`src/rtl/emg_pkg.sv`:
```
// Shared types, widths and helpers for the EMG receive-side decoder.
package emg_pkg;

  localparam int unsigned EMG_W = 18;
  localparam int unsigned ACC_W = 36;
  localparam int unsigned CNT_W = 8;

  typedef enum logic [1:0] {IDLE, ARMING, ACTIVE, RELEASING} burst_state_t;

  // Clamp a signed accumulator value into the unsigned 18-bit envelope range.
  function automatic logic [EMG_W-1:0] sat_u18(input logic signed [ACC_W-1:0] v);
    if (v[ACC_W-1])
      return '0;
    else if (|v[ACC_W-2:EMG_W])
      return '1;
    else
      return v[EMG_W-1:0];
  endfunction

endpackage

```
`src/rtl/emg_if.sv`:
```
// Sample-in / envelope-and-burst-out bundle of the EMG decoder.
interface emg_if
  import emg_pkg::*;
#(
  parameter int unsigned NN = 8
) ();

  logic signed [EMG_W-1:0] i_emg;
  logic                    i_valid;
  logic [EMG_W-1:0]        o_env;
  logic [NN:0]             o_spk_est;
  logic                    o_valid;
  logic                    o_active;
  logic                    o_onset;
  logic                    o_offset;

  modport master (
    output i_emg, i_valid,
    input  o_env, o_spk_est, o_valid, o_active, o_onset, o_offset
  );

  modport slave (
    input  i_emg, i_valid,
    output o_env, o_spk_est, o_valid, o_active, o_onset, o_offset
  );

endinterface

```
`src/rtl/emg_env_filter.sv`:
```
// Two-stage envelope detector: full-wave rectify, then first-order IIR low-pass.
module emg_env_filter
  import emg_pkg::*;
#(
  parameter int unsigned LP_SHIFT = 2
) (
  input  logic                    clk,
  input  logic                    reset,
  input  logic signed [EMG_W-1:0] i_emg,
  input  logic                    i_valid,
  output logic [EMG_W-1:0]        o_env,
  output logic                    o_valid
);

  logic [EMG_W-1:0]        rect_d, rect_q;
  logic                    v1_q;
  logic signed [ACC_W-1:0] env_d, env_q, env_nx, rect_ext;
  logic [EMG_W-1:0]        o_env_q;
  logic                    o_valid_q;

  // Most-negative code has no positive twin; clamp it instead of wrapping.
  always_comb begin
    rect_d = '0;
    if (i_emg == {1'b1, {(EMG_W-1){1'b0}}})
      rect_d = {1'b0, {(EMG_W-1){1'b1}}};
    else if (i_emg[EMG_W-1])
      rect_d = EMG_W'(-i_emg);
    else
      rect_d = EMG_W'(i_emg);
  end

  assign rect_ext = ACC_W'(rect_q);
  assign env_nx   = env_q - (env_q >>> LP_SHIFT) + (rect_ext >>> LP_SHIFT);

  always_comb begin
    env_d = env_q;
    if (v1_q)
      env_d = env_nx[ACC_W-1] ? '0 : env_nx;
  end

  always_ff @(posedge clk or negedge reset) begin
    if (!reset) begin
      rect_q    <= '0;
      v1_q      <= 1'b0;
      env_q     <= '0;
      o_env_q   <= '0;
      o_valid_q <= 1'b0;
    end else begin
      if (i_valid)
        rect_q <= rect_d;
      v1_q      <= i_valid;
      env_q     <= env_d;
      o_valid_q <= v1_q;
      if (v1_q)
        o_env_q <= sat_u18(env_d);
    end
  end

  assign o_env   = o_env_q;
  assign o_valid = o_valid_q;

endmodule

```
`src/rtl/emg_decoder.sv`:
```
// EMG receive path: envelope filter, spike-rate estimate and hysteretic burst detector.
module emg_decoder
  import emg_pkg::*;
#(
  parameter int unsigned      NN       = 8,
  parameter int unsigned      LP_SHIFT = 2,
  parameter int unsigned      GAIN_SH  = 7,
  parameter logic [EMG_W-1:0] ON_TH    = 18'd512,
  parameter logic [EMG_W-1:0] OFF_TH   = 18'd256,
  parameter int unsigned      HOLD     = 4
) (
  input  logic clk,
  input  logic reset,
  emg_if.slave bus
);

  localparam int unsigned      SPK_W  = NN + 1;
  localparam logic [CNT_W-1:0] HOLD_C = CNT_W'(HOLD);

  logic [EMG_W-1:0] env;
  logic             env_vld;
  logic [EMG_W-1:0] spk_full;

  emg_env_filter #(.LP_SHIFT(LP_SHIFT)) u_filter (
    .clk     (clk),
    .reset   (reset),
    .i_emg   (bus.i_emg),
    .i_valid (bus.i_valid),
    .o_env   (env),
    .o_valid (env_vld)
  );

  // Undo the x128 synthesis gain; a pure shift/clamp of the registered envelope.
  assign spk_full      = env >> GAIN_SH;
  assign bus.o_spk_est = (|spk_full[EMG_W-1:SPK_W]) ? '1 : spk_full[SPK_W-1:0];
  assign bus.o_env     = env;
  assign bus.o_valid   = env_vld;

  burst_state_t     state_q, state_d;
  logic [CNT_W-1:0] cnt_q, cnt_d, cnt_inc;
  logic             above_on, below_off;
  logic             onset_d, offset_d, active_d;
  logic             onset_q, offset_q, active_q;

  assign above_on  = (env >= ON_TH);
  assign below_off = (env < OFF_TH);
  assign cnt_inc   = cnt_q + CNT_W'(1);

  always_ff @(posedge clk or negedge reset) begin
    if (!reset) begin
      state_q  <= IDLE;
      cnt_q    <= '0;
      onset_q  <= 1'b0;
      offset_q <= 1'b0;
      active_q <= 1'b0;
    end else begin
      state_q  <= state_d;
      cnt_q    <= cnt_d;
      onset_q  <= onset_d;
      offset_q <= offset_d;
      active_q <= active_d;
    end
  end

  // Only fresh envelope samples advance the burst machine.
  always_comb begin
    state_d = state_q;
    cnt_d   = cnt_q;
    if (env_vld) begin
      case (state_q)
        IDLE: begin
          if (above_on) begin
            state_d = ARMING;
            cnt_d   = CNT_W'(1);
          end
        end
        ARMING: begin
          if (!above_on) begin
            state_d = IDLE;
            cnt_d   = '0;
          end else if (cnt_inc >= HOLD_C) begin
            state_d = ACTIVE;
            cnt_d   = '0;
          end else begin
            cnt_d = cnt_inc;
          end
        end
        ACTIVE: begin
          if (below_off) begin
            state_d = RELEASING;
            cnt_d   = CNT_W'(1);
          end
        end
        RELEASING: begin
          if (!below_off) begin
            state_d = ACTIVE;
            cnt_d   = '0;
          end else if (cnt_inc >= HOLD_C) begin
            state_d = IDLE;
            cnt_d   = '0;
          end else begin
            cnt_d = cnt_inc;
          end
        end
        default: begin
          state_d = IDLE;
          cnt_d   = '0;
        end
      endcase
    end
  end

  always_comb begin
    onset_d  = 1'b0;
    offset_d = 1'b0;
    active_d = 1'b0;
    if ((state_q == ARMING) && (state_d == ACTIVE))
      onset_d = 1'b1;
    if ((state_q == RELEASING) && (state_d == IDLE))
      offset_d = 1'b1;
    if ((state_d == ACTIVE) || (state_d == RELEASING))
      active_d = 1'b1;
  end

  assign bus.o_onset  = onset_q;
  assign bus.o_offset = offset_q;
  assign bus.o_active = active_q;

endmodule

```
`src/flat_wrapper.sv`:
```
// flat-port wrapper written by rule: the top's interface ports become plain ports
module emg_decoder_flat import emg_pkg::*;
#(
  parameter int unsigned      NN       = 8,
  parameter int unsigned      LP_SHIFT = 2,
  parameter int unsigned      GAIN_SH  = 7,
  parameter logic [EMG_W-1:0] ON_TH    = 18'd512,
  parameter logic [EMG_W-1:0] OFF_TH   = 18'd256,
  parameter int unsigned      HOLD     = 4
)
  (clk, reset, bus_i_emg, bus_i_valid, bus_o_env, bus_o_spk_est, bus_o_valid, bus_o_active, bus_o_onset, bus_o_offset);
  emg_if #(.NN(NN)) bus_i ();
  input  logic clk;
  input  logic reset;
  input wire logic [$bits(bus_i.i_emg)-1:0] bus_i_emg;
  input wire logic [$bits(bus_i.i_valid)-1:0] bus_i_valid;
  output wire logic [$bits(bus_i.o_env)-1:0] bus_o_env;
  output wire logic [$bits(bus_i.o_spk_est)-1:0] bus_o_spk_est;
  output wire logic [$bits(bus_i.o_valid)-1:0] bus_o_valid;
  output wire logic [$bits(bus_i.o_active)-1:0] bus_o_active;
  output wire logic [$bits(bus_i.o_onset)-1:0] bus_o_onset;
  output wire logic [$bits(bus_i.o_offset)-1:0] bus_o_offset;
  assign bus_i.i_emg = bus_i_emg;
  assign bus_i.i_valid = bus_i_valid;
  assign bus_o_env = bus_i.o_env;
  assign bus_o_spk_est = bus_i.o_spk_est;
  assign bus_o_valid = bus_i.o_valid;
  assign bus_o_active = bus_i.o_active;
  assign bus_o_onset = bus_i.o_onset;
  assign bus_o_offset = bus_i.o_offset;
  emg_decoder #(.NN(NN), .LP_SHIFT(LP_SHIFT), .GAIN_SH(GAIN_SH), .ON_TH(ON_TH), .OFF_TH(OFF_TH), .HOLD(HOLD)) u_core (.clk(clk), .reset(reset), .bus(bus_i));
endmodule
```
`config.mk`:
```
export PLATFORM = sky130hd
export DESIGN_NAME = emg_decoder_flat
export DESIGN_NICKNAME = d
export VERILOG_FILES = /design/src/rtl/emg_pkg.sv /design/src/rtl/emg_if.sv /design/src/rtl/emg_env_filter.sv /design/src/rtl/emg_decoder.sv /design/src/flat_wrapper.sv
export SDC_FILE = /design/constraint.sdc
export NUM_CORES = 1
export LEC_CHECK = 0
export CAP_MARGIN = 20
export CORE_UTILIZATION = 60
export DETAILED_ROUTE_END_ITERATION = 12
export GPL_TIMING_DRIVEN = 0
export PLACE_DENSITY_LB_ADDON = 0.15
export SLEW_MARGIN = 10
export SYNTH_ARGS = -nofsm -noshare
export SYNTH_HDL_FRONTEND = slang
export SYNTH_SLANG_ARGS = --single-unit
```
`constraint.sdc`:
```
create_clock -name clk -period 9.1 [get_ports clk]
set_input_delay 1.82 -clock clk [delete_from_list [all_inputs] [get_ports clk]]
set_output_delay 1.82 -clock clk [all_outputs]
set_load 0.01 [all_outputs]
```
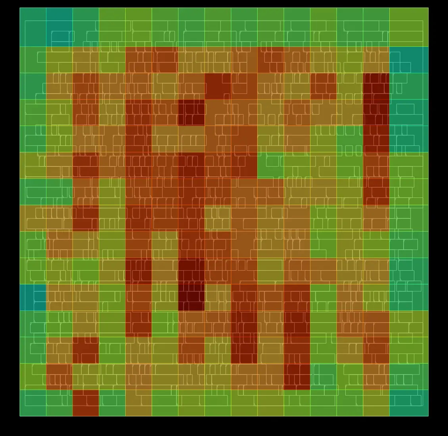
Figure 1: track usage over the die.
Routed WL per cell: 18.1 um
post-layout util: 71.5%
GR Util met1: 45.4%
met3 usage in global routing: 8.21%
met2 track demand over resource: 50.9%

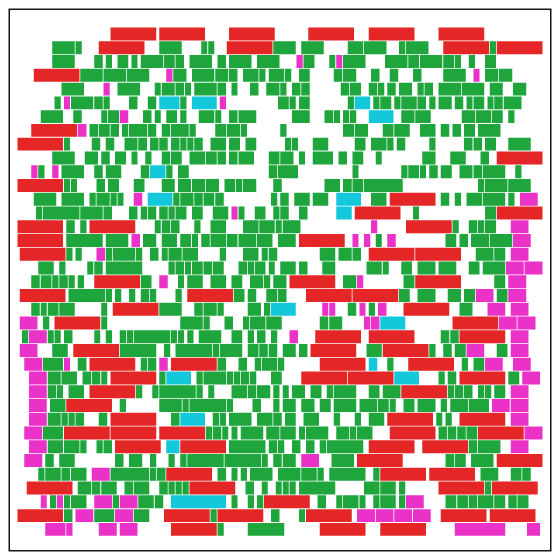
Figure 2: placement by cell class.
Cyan shows clock drivers and dummy loads, cells 16. Magenta shows other buffers and delay cells, cells 85. Red shows flops, cells 85. Green shows combinational and other logic, cells 651.
final instance area: 7480 um^2
Seq/total area: 28.4%
core area: 10500 um^2
standard-cell rows: 37

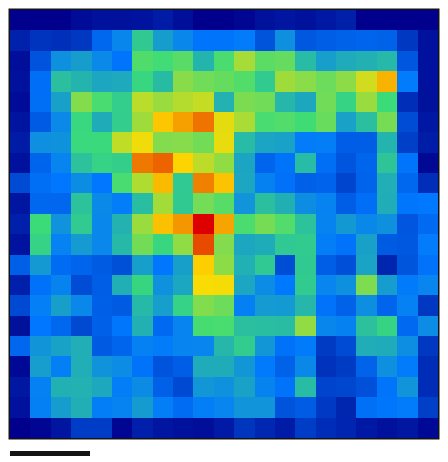
Figure 3: wire density map.
Bar = 20 um. The die is cut into 21 by 21 equal tiles; dark blue is low, red is high, scaled to the fullest tile. Values are wire area over tile area, all layers added.
The mean over all tiles is 0.25. 3.6% of the tiles are nearly empty. The fullest tile reaches 0.80. The densest ninth of the die: center.

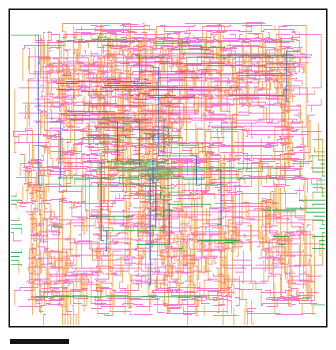
Figure 4: wiring by layer.
Bar = 20 um.
Green shows metal 3, wire length 1520 um. Magenta shows metal 1, wire length 7890 um. Blue shows metal 4, wire length 310 um. Orange shows metal 2, wire length 7880 um.

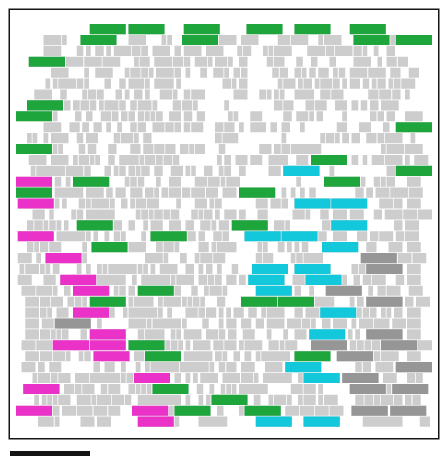
Figure 5: register map, names as in the netlist.
Bar = 20 um. Other sequential cells in the stronger gray, the rest of the logic in the fainter gray.
Cyan shows `u_core.u_filter.o_env`, sequential cells 18. Green shows `u_core.u_filter.env_q`, sequential cells 36, where widely spread. Magenta shows `u_core.u_filter.rect_q`, sequential cells 16.

==> job_summary.md <==
### Yosys + OpenROAD results

| Metric | Value |
|---|---|
| Crit path capture type | flop |
| Pre-CTS setup slack | 3930 ps |
| Critical Path RT | 9390 ps |
| CP startpoint kind | flop |
| Pin count of the biggest net entering global routing | 54 |
| Clock Sinks | 85 |
| WP buf/inv | 4 |
| Yosys warns | 0 |
| Initial antenna violation count | 0 |
| Clock Tree Root | clkbuf_8 |
| Status | finished clean |
| First DRT Iteration DRCs | 625 |
| Min Tclk post-route | 5010 ps |
| Cell area after synthesis | 6590 um^2 |
| Top cells by area | dfrtp_1 32%, ha_1 11%, inv_1 5.7%, fa_1 4.9%, a21oi_1 4.8% |
| Inverter count | 100 |
| # diodes | 0 |
| Clk_skew | 11.6 ps |
| Nets | 926 |
| WHS Path Cells | 0 |
| Setup WS post-layout | 4090 ps |
| Pins over their slew limit | 0 |
| Length of routed met2 wiring | 7880 um |
| Mux share | 2.17% |
| DR vias/cell | 6.20 |
| R2r setup slk | 4090 ps |
| Layout cells sized above 1 | 4.54% |
| Number of standard cells reported by yosys | 770 |
| Headroom to the max-slew limit | 36.3% |
| Placed Cells | 957 |
| Max Root-Sink Buffers | 2 |
| Dominant logic cell types in the final layout | 100 x inv_1, 85 x dfrtp_1, 65 x nand2_1 |
| Slew @ Worst Pin | 955 ps |
| CP top delay family | simple AND/OR/NAND/NOR gates |
| Crit-path slowest cell | a31oi_1 |
| Crit path cell chain | inv_1 -> fa_1 -> inv_1 -> ha_1 -> clkbuf_2 -> a21oi_1 -> o21ai_0 -> or3_1 -> and4b_1 -> nor4_1 -> or4b_1 -> a31oi_1 -> buf_2 -> nand2_1 -> o21ai_0 |
| Final antenna-violating net count | 0 |
| CTS Hold Bufs | 0 |
| FILL cells | 868 |
| DP Area | 7280 um^2 |
| Htree depth | 3 |
| Latency at later pin | 390 ps |
| YS chip area | 6590 um^2 |
| Synth Register Bits | 85 |
| FFs & Latches | 85 |
| # Max-Cap Violations | 0 |
| GRT overflow | 0 |
| # IOs | 52 |
| Clock buf/inv share | 2.72% |
| Final Hold Viols | 0 |
| DRC Markers | 0 |
| Worst Hold Class | flop to flop |
| Hold wc startpoint | u_core.u_filter.v1_q |
| OpenROAD warning count | 28 |
| Number of global-route vias before repair | 5815 |
| WP depth | 15 |
| Buffering overhead | 9.01% |
| Hold Worst Slack | 498 ps |
| Mapped Avg Cell Area | 8.55 um^2 |
| Top cell category | logic gates |
| Setup CP Type | flop to flop |
| Mapped Cells | 770 |
| Synth Area in Simple Gates | 15.1% |
==> cell usage after synthesis, drive strengths merged, types with 3 or more instances <==
cell and n:
inv 100, xnor2 14, nand2 65, o221ai 8, o211ai 7, xor2 22, nor2b 3, o22ai 15
a22oi 5, nor4 3, o21a 6, and2 9, nand3 15, o2111ai 3, and3 7, fa 16
or3 16, o32ai 3, buf 10, mux2i 12, nor3 7, o21bai 3, a21o 13, o21ai 58
clkbuf 24, ha 57, nor2 43, a211oi 6, a21oi 63, dfrtp 85, nand4 12, or4 6
a31oi 19, a21boi 3, o31ai 4
==> registers in the layout, indices dropped and copies added (netlist names), 2 cells and up <==
signal,cells
u_core.u_filter.o_env,18
u_core.u_filter.rect_q,16
u_core.u_filter.env_q,36
u_core.cnt_q,8
u_core.state_q,2
